$ cat config.mk
export PLATFORM = sky130hd
export DESIGN_NAME = ascii_uart_tx_flat
export DESIGN_NICKNAME = d
export VERILOG_FILES = /design/src/rtl/uart_pkg.sv /design/src/rtl/ascii_uart_tx_if.sv /design/src/rtl/byte_fifo.sv /design/src/rtl/ascii_uart_tx.sv /design/src/flat_wrapper.sv
export SDC_FILE = /design/constraint.sdc
export NUM_CORES = 1
export LEC_CHECK = 0
export CAP_MARGIN = 30
export CORE_ASPECT_RATIO = 0.5
export CORE_MARGIN = 1
export CORE_UTILIZATION = 50
export CTS_CLUSTER_DIAMETER = 150
export DETAILED_ROUTE_END_ITERATION = 8
export GPL_TIMING_DRIVEN = 0
export PLACE_DENSITY = 0.81
export RECOVER_POWER = 100
export SLEW_MARGIN = 20
export SYNTH_ARGS = -nofsm -noshare
export SYNTH_HDL_FRONTEND = slang
export SYNTH_HIERARCHICAL = 1
export SYNTH_SLANG_ARGS = --single-unit
$ cat constraint.sdc
create_clock -name clk -period 2.36 [get_ports clk]
set_input_delay 0.472 -clock clk [delete_from_list [all_inputs] [get_ports clk]]
set_output_delay 0.472 -clock clk [all_outputs]
set_load 0.03 [all_outputs]
$ cat src/rtl/uart_pkg.sv
// -----------------------------------------------------------------------------
// uart_pkg
// Shared definitions for the ASCII UART transmitter slice.
//   UART_DATA_BITS : payload bits per frame (8N1)
//   uart_state_t   : transmitter FSM states
// -----------------------------------------------------------------------------
package uart_pkg;

    localparam int unsigned UART_DATA_BITS = 8;

    typedef enum logic [1:0] {
        ST_IDLE  = 2'd0,
        ST_START = 2'd1,
        ST_DATA  = 2'd2,
        ST_STOP  = 2'd3
    } uart_state_t;

endpackage

$ cat src/rtl/ascii_uart_tx_if.sv
// -----------------------------------------------------------------------------
// ascii_uart_tx_if
// Valid/ready byte stream from the message sequencer into the transmitter.
//   in_data  : ASCII byte, driven by the master
//   in_valid : in_data valid this cycle, driven by the master
//   in_ready : transmitter FIFO can accept, driven by the slave
// -----------------------------------------------------------------------------
interface ascii_uart_tx_if;
    import uart_pkg::*;

    logic [UART_DATA_BITS-1:0] in_data;
    logic                      in_valid;
    logic                      in_ready;

    modport master (
        output in_data,
        output in_valid,
        input  in_ready
    );

    modport slave (
        input  in_data,
        input  in_valid,
        output in_ready
    );

endinterface

$ cat src/rtl/byte_fifo.sv
// -----------------------------------------------------------------------------
// byte_fifo
// Synchronous byte FIFO with registered occupancy count, no write-through.
//   clk, reset : clock, asynchronous active-high reset
//   wr_en      : push request (ignored when full)
//   wr_data    : byte to push
//   rd_en      : pop request (ignored when empty)
//   rd_data    : head byte (valid while !empty)
//   full       : count == DEPTH
//   empty      : count == 0
//   count      : number of stored bytes
// -----------------------------------------------------------------------------
module byte_fifo
    import uart_pkg::*;
#(
    parameter int unsigned DEPTH = 4
) (
    input  logic                        clk,
    input  logic                        reset,
    input  logic                        wr_en,
    input  logic [UART_DATA_BITS-1:0]   wr_data,
    input  logic                        rd_en,
    output logic [UART_DATA_BITS-1:0]   rd_data,
    output logic                        full,
    output logic                        empty,
    output logic [$clog2(DEPTH):0]      count
);

    localparam int unsigned PTR_W = $clog2(DEPTH);

    logic [UART_DATA_BITS-1:0] mem_q [DEPTH];
    logic [PTR_W-1:0]          wr_ptr_q, wr_ptr_d;
    logic [PTR_W-1:0]          rd_ptr_q, rd_ptr_d;
    logic [PTR_W:0]            count_q, count_d;
    logic                      do_wr, do_rd;

    assign full    = (count_q == (PTR_W+1)'(DEPTH));
    assign empty   = (count_q == '0);
    assign count   = count_q;
    assign rd_data = mem_q[rd_ptr_q];

    assign do_wr = wr_en && !full;
    assign do_rd = rd_en && !empty;

    always_comb begin
        wr_ptr_d = wr_ptr_q;
        rd_ptr_d = rd_ptr_q;
        count_d  = count_q;
        if (do_wr) wr_ptr_d = wr_ptr_q + 1'b1;
        if (do_rd) rd_ptr_d = rd_ptr_q + 1'b1;
        unique case ({do_wr, do_rd})
            2'b10:   count_d = count_q + 1'b1;
            2'b01:   count_d = count_q - 1'b1;
            default: count_d = count_q;
        endcase
    end

    always_ff @(posedge clk or posedge reset) begin
        if (reset) begin
            wr_ptr_q <= '0;
            rd_ptr_q <= '0;
            count_q  <= '0;
        end else begin
            wr_ptr_q <= wr_ptr_d;
            rd_ptr_q <= rd_ptr_d;
            count_q  <= count_d;
        end
    end

    // Storage needs no reset: entries are only read after being written.
    always_ff @(posedge clk) begin
        if (do_wr) mem_q[wr_ptr_q] <= wr_data;
    end

endmodule

$ cat src/rtl/ascii_uart_tx.sv
// -----------------------------------------------------------------------------
// ascii_uart_tx
// 8N1 LSB-first UART transmitter fed by a valid/ready byte stream through a
// small FIFO so the upstream character generator can burst.
//   clk, reset : clock, asynchronous active-high reset
//   in_if      : slave side of the byte stream (in_data/in_valid/in_ready)
//   tx         : serial line, idles high
//   busy       : frame on the line or bytes queued
//   frame_done : one-cycle pulse on the last cycle of each stop bit
// -----------------------------------------------------------------------------
module ascii_uart_tx
    import uart_pkg::*;
#(
    parameter int unsigned CLKS_PER_BIT = 16,
    parameter int unsigned FIFO_DEPTH   = 4
) (
    input  logic                  clk,
    input  logic                  reset,
    ascii_uart_tx_if.slave        in_if,
    output logic                  tx,
    output logic                  busy,
    output logic                  frame_done
);

    localparam int unsigned BAUD_W = $clog2(CLKS_PER_BIT);
    localparam int unsigned BIT_W  = $clog2(UART_DATA_BITS);
    localparam logic [BAUD_W-1:0] BAUD_LAST = BAUD_W'(CLKS_PER_BIT - 1);
    localparam logic [BIT_W-1:0]  BIT_LAST  = BIT_W'(UART_DATA_BITS - 1);

    uart_state_t               state_q, state_d;
    logic [BAUD_W-1:0]         baud_q, baud_d;
    logic [BIT_W-1:0]          bit_q, bit_d;
    logic [UART_DATA_BITS-1:0] sh_q, sh_d;

    logic                      pop;
    logic                      baud_last;
    logic                      fifo_full, fifo_empty;
    logic [UART_DATA_BITS-1:0] fifo_rd_data;
    logic [$clog2(FIFO_DEPTH):0] fifo_count;

    assign in_if.in_ready = !fifo_full;
    assign baud_last      = (baud_q == BAUD_LAST);

    byte_fifo #(
        .DEPTH (FIFO_DEPTH)
    ) u_fifo (
        .clk     (clk),
        .reset   (reset),
        .wr_en   (in_if.in_valid),
        .wr_data (in_if.in_data),
        .rd_en   (pop),
        .rd_data (fifo_rd_data),
        .full    (fifo_full),
        .empty   (fifo_empty),
        .count   (fifo_count)
    );

    always_ff @(posedge clk or posedge reset) begin
        if (reset) begin
            state_q <= ST_IDLE;
            baud_q  <= '0;
            bit_q   <= '0;
            sh_q    <= '0;
        end else begin
            state_q <= state_d;
            baud_q  <= baud_d;
            bit_q   <= bit_d;
            sh_q    <= sh_d;
        end
    end

    always_comb begin
        state_d = state_q;
        baud_d  = baud_q + 1'b1;
        bit_d   = bit_q;
        sh_d    = sh_q;
        pop     = 1'b0;
        unique case (state_q)
            ST_IDLE: begin
                baud_d = '0;
                if (!fifo_empty) begin
                    pop     = 1'b1;
                    sh_d    = fifo_rd_data;
                    state_d = ST_START;
                end
            end
            ST_START: begin
                if (baud_last) begin
                    baud_d  = '0;
                    bit_d   = '0;
                    state_d = ST_DATA;
                end
            end
            ST_DATA: begin
                if (baud_last) begin
                    baud_d = '0;
                    sh_d   = sh_q >> 1;
                    if (bit_q == BIT_LAST) state_d = ST_STOP;
                    else                   bit_d   = bit_q + 1'b1;
                end
            end
            ST_STOP: begin
                // A queued byte is popped on the final stop cycle so the next
                // start bit follows with no idle gap.
                if (baud_last) begin
                    baud_d = '0;
                    if (!fifo_empty) begin
                        pop     = 1'b1;
                        sh_d    = fifo_rd_data;
                        state_d = ST_START;
                    end else begin
                        state_d = ST_IDLE;
                    end
                end
            end
            default: state_d = ST_IDLE;
        endcase
    end

    // Decoded from registered state so reset forces the line high at once.
    always_comb begin
        tx         = 1'b1;
        frame_done = 1'b0;
        unique case (state_q)
            ST_START: tx = 1'b0;
            ST_DATA:  tx = sh_q[0];
            ST_STOP:  frame_done = baud_last;
            default:  tx = 1'b1;
        endcase
    end

    assign busy = (state_q != ST_IDLE) || (fifo_count != '0);

endmodule

$ cat src/flat_wrapper.sv
// flat-port wrapper written by rule: the top's interface ports become plain ports
module ascii_uart_tx_flat import uart_pkg::*;
#(
    parameter int unsigned CLKS_PER_BIT = 16,
    parameter int unsigned FIFO_DEPTH   = 4
)
  (clk, reset, tx, busy, frame_done, in_if_in_data, in_if_in_valid, in_if_in_ready);
  ascii_uart_tx_if in_if_i ();
  input  logic clk;
  input  logic reset;
  output logic tx;
  output logic busy;
  output logic frame_done;
  input wire logic [$bits(in_if_i.in_data)-1:0] in_if_in_data;
  input wire logic [$bits(in_if_i.in_valid)-1:0] in_if_in_valid;
  output wire logic [$bits(in_if_i.in_ready)-1:0] in_if_in_ready;
  assign in_if_i.in_data = in_if_in_data;
  assign in_if_i.in_valid = in_if_in_valid;
  assign in_if_in_ready = in_if_i.in_ready;
  ascii_uart_tx #(.CLKS_PER_BIT(CLKS_PER_BIT), .FIFO_DEPTH(FIFO_DEPTH)) u_core (.clk(clk), .reset(reset), .in_if(in_if_i), .tx(tx), .busy(busy), .frame_done(frame_done));
endmodule
**A small window of the routed layout**

Region (69, 30) to (89, 50) um. Cells in grey, sequential cells in the stronger grey; small squares are vias.
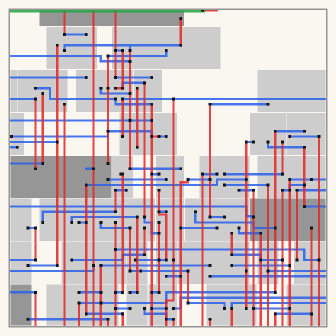
Key: red = metal 2; blue = metal 1; green = metal 3
Netlist names of flops here include u_core/state_q (1), u_core/u_fifo/count (1). 29 logic cells have their middle in the window. Sequential cells in the window: 2. Most frequent: buf_4 (3), inv_1 (3), ha_1 (3).

==> run summary <==
impl run done, here's what came out: status finished clean, Tap Count 70, P_sw 1330 uW, ANT nets after route 0, Critical Path, Cell by Cell inv_2, ha_4, or4b_2, buf_2, sequential share of power 39.6%, yosys synthesis chip area 2660 sq um, Slew headroom 56.7%, clk root buf clkbuf_8, first-pass GRT wire length 6.97 mm, register share of the cell area ~51%, Wirelength per Cell 16.1 um, I/O Buffers 14, Die Wd around 110 um, Clock transition at path regs 0.10 ns, top cells by count edfxtp_1 (32), dfrtp_1 (24), inv_1 (16), GPL Wtd Cong 0.787, Comb power frac between 40% and 50%, gr usage total 16.7%, CP peak stage delay 0.58 ns, largest net degree at the start of global routing 18, initial antenna violation count 0, slew at the pin with the worst max-slew slack 0.648 ns, Area growth, synth to finish 16.0%, detailed router's first-iteration violation count ~55, switch share 33.6%, maxcap violations 0, share of layout cells above drive strength 1 32.5%, most common cell in the netlist edfxtp_1, CP bufs+invs 2, Post-Syn Instances 172, post-synthesis cell area 2660 sq um, NonClk Buf Share 8.00%, Fin Clk Skew between 0.003 and 0.004 ns, Comb/total area around 34%, cts bufs inserted 5, Antenna diodes 0, count of library flops with an enable pin 32, Yosys cell types 37, Setup CP Type flop to primary output, warnings from Yosys 6
**Local utilization**

11 x 5 tiles, from white (low) to dark blue (high), 0 to 100% covered.
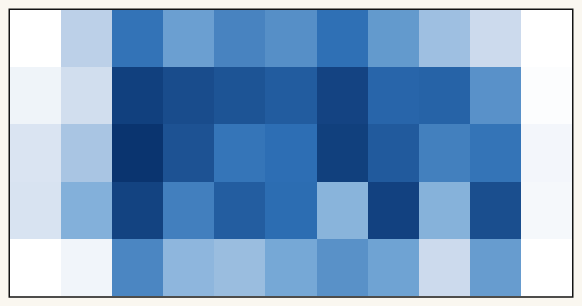
9.1% of the tiles are nearly empty. The fullest tile reaches 99%. The densest ninth of the die: centre. The mean over all tiles is 53%. 31% of the tiles are over 75% full.
core area: 5020 sq um
Init Core Util: 52.9%

[cell usage in the layout, fill, tap and decap left out, types with 5 or more instances in the layout]
cell and n:
edfxtp_1 32, dfrtp_1 24, inv_1 14, buf_4 11, ha_1 11, dlygate4sd3_1 9
mux2_4 9, mux2_2 8, mux4_2 8, clkbuf_8 5, and2_2 5
[registers in the layout, indices dropped and copies added, names as in the netlist]
name	cells
u_core/u_fifo/mem_q	32
u_core/sh_q	8
u_core/baud_q	4
u_core/bit_q	3
u_core/u_fifo/count	3
u_core/state_q	2
u_core/u_fifo/rd_ptr_q	2
u_core/u_fifo/wr_ptr_q	2
[final timing paths]
check / startpoint / endpoint / slack [ns] / cells past startpoint
hold reg to reg: u_core/sh_q[6]$_DFFE_PP0P_ / u_core/sh_q[6]$_DFFE_PP0P_ / 0.52 / 1
max in group asynchronous: reset / u_core/state_q[1]$_DFFE_PP0P_ / 1.23 / 2
hold / removal: u_core/sh_q[6]$_DFFE_PP0P_ / u_core/sh_q[6]$_DFFE_PP0P_ / 0.52 / 1
setup / recovery: u_core/state_q[0]$_DFFE_PP0P_ / busy / 0.06 / 4
min in group asynchronous: reset / u_core/u_fifo/count[2]$_DFFE_PP0P_ / 0.58 / 2
setup reg to reg: u_core/baud_q[0]$_DFF_PP0_ / u_core/u_fifo/count[2]$_DFFE_PP0P_ / 0.08 / 12
[power by group through the flow]
stage	sequential (uW)	combinational [uW]	clock, uW
global placement	1550	1630	0
finish	1560	1860	524
detailed placement	1580	1710	0
global route	1600	2040	568
floorplan	1520	1400	0
CTS	1560	1830	531
[worst register-to-register path, delay by kind of cell (launching register included)]
| kind | cells | cell delay, ns |
|---|---|---|
| AND/OR/NAND/NOR | 3 | 0.45 |
| XOR/XNOR | 2 | 0.32 |
| adder cells (fa/ha/maj) | 3 | 0.61 |
| AND-OR/OR-AND | 2 | 0.27 |
| buffers and inverters | 2 | 0.14 |
| flip-flops | 1 | 0.41 |
[cell families after synthesis]
family	after synthesis	share of synthesized area [%]
AOI/OAI and AO/OA	18	5.18
xor gates and xnor gates	7	2.31
adders and majority gates	15	7.34
buffers and inverters	22	3.81
DFF	56	58.8
muxes	26	15.6
and+or+nand+nor	28	6.97
[through the flow]
| step | util (%) | hold slack, ns | std cells | TNS [ns] | setup WS (ns) |
|---|---|---|---|---|---|
| floorplan | - | 0.275 | 172 | 0 | 0.0973 |
| global placement | 57.4 | 0.479 | 256 | -0.486 | -0.218 |
| detailed placement | 57.4 | 0.482 | 256 | -0.670 | -0.263 |
| CTS | 60.7 | 0.449 | 269 | 0 | 0.0130 |
| global route | 61.4 | 0.536 | 273 | -0.0198 | -0.0102 |
| finish | 61.4 | 0.523 | 273 | 0 | 0.0607 |
[metal layers]
layer	track usage, %	up-vias	wire length, um	part of all wire [%]
met5	0	-	0	0
met4	2.82	0	0	0
met3	3.75	0	104	2.4
met2	30.9	18	2180	50
met1	21.3	716	2110	48
li1	-	686	-	-
[repair_timing]
action / in CTS / in global routing
pin swaps: 3 / 2
setup buffers: 6 / 4
hold buffers: 0 / 0
endpoints found under the hold margin: 0 / 0
setup endpoints to repair: 4 / 4
gates resized: 19 / 5
Power and IR drop assume default switching activity.
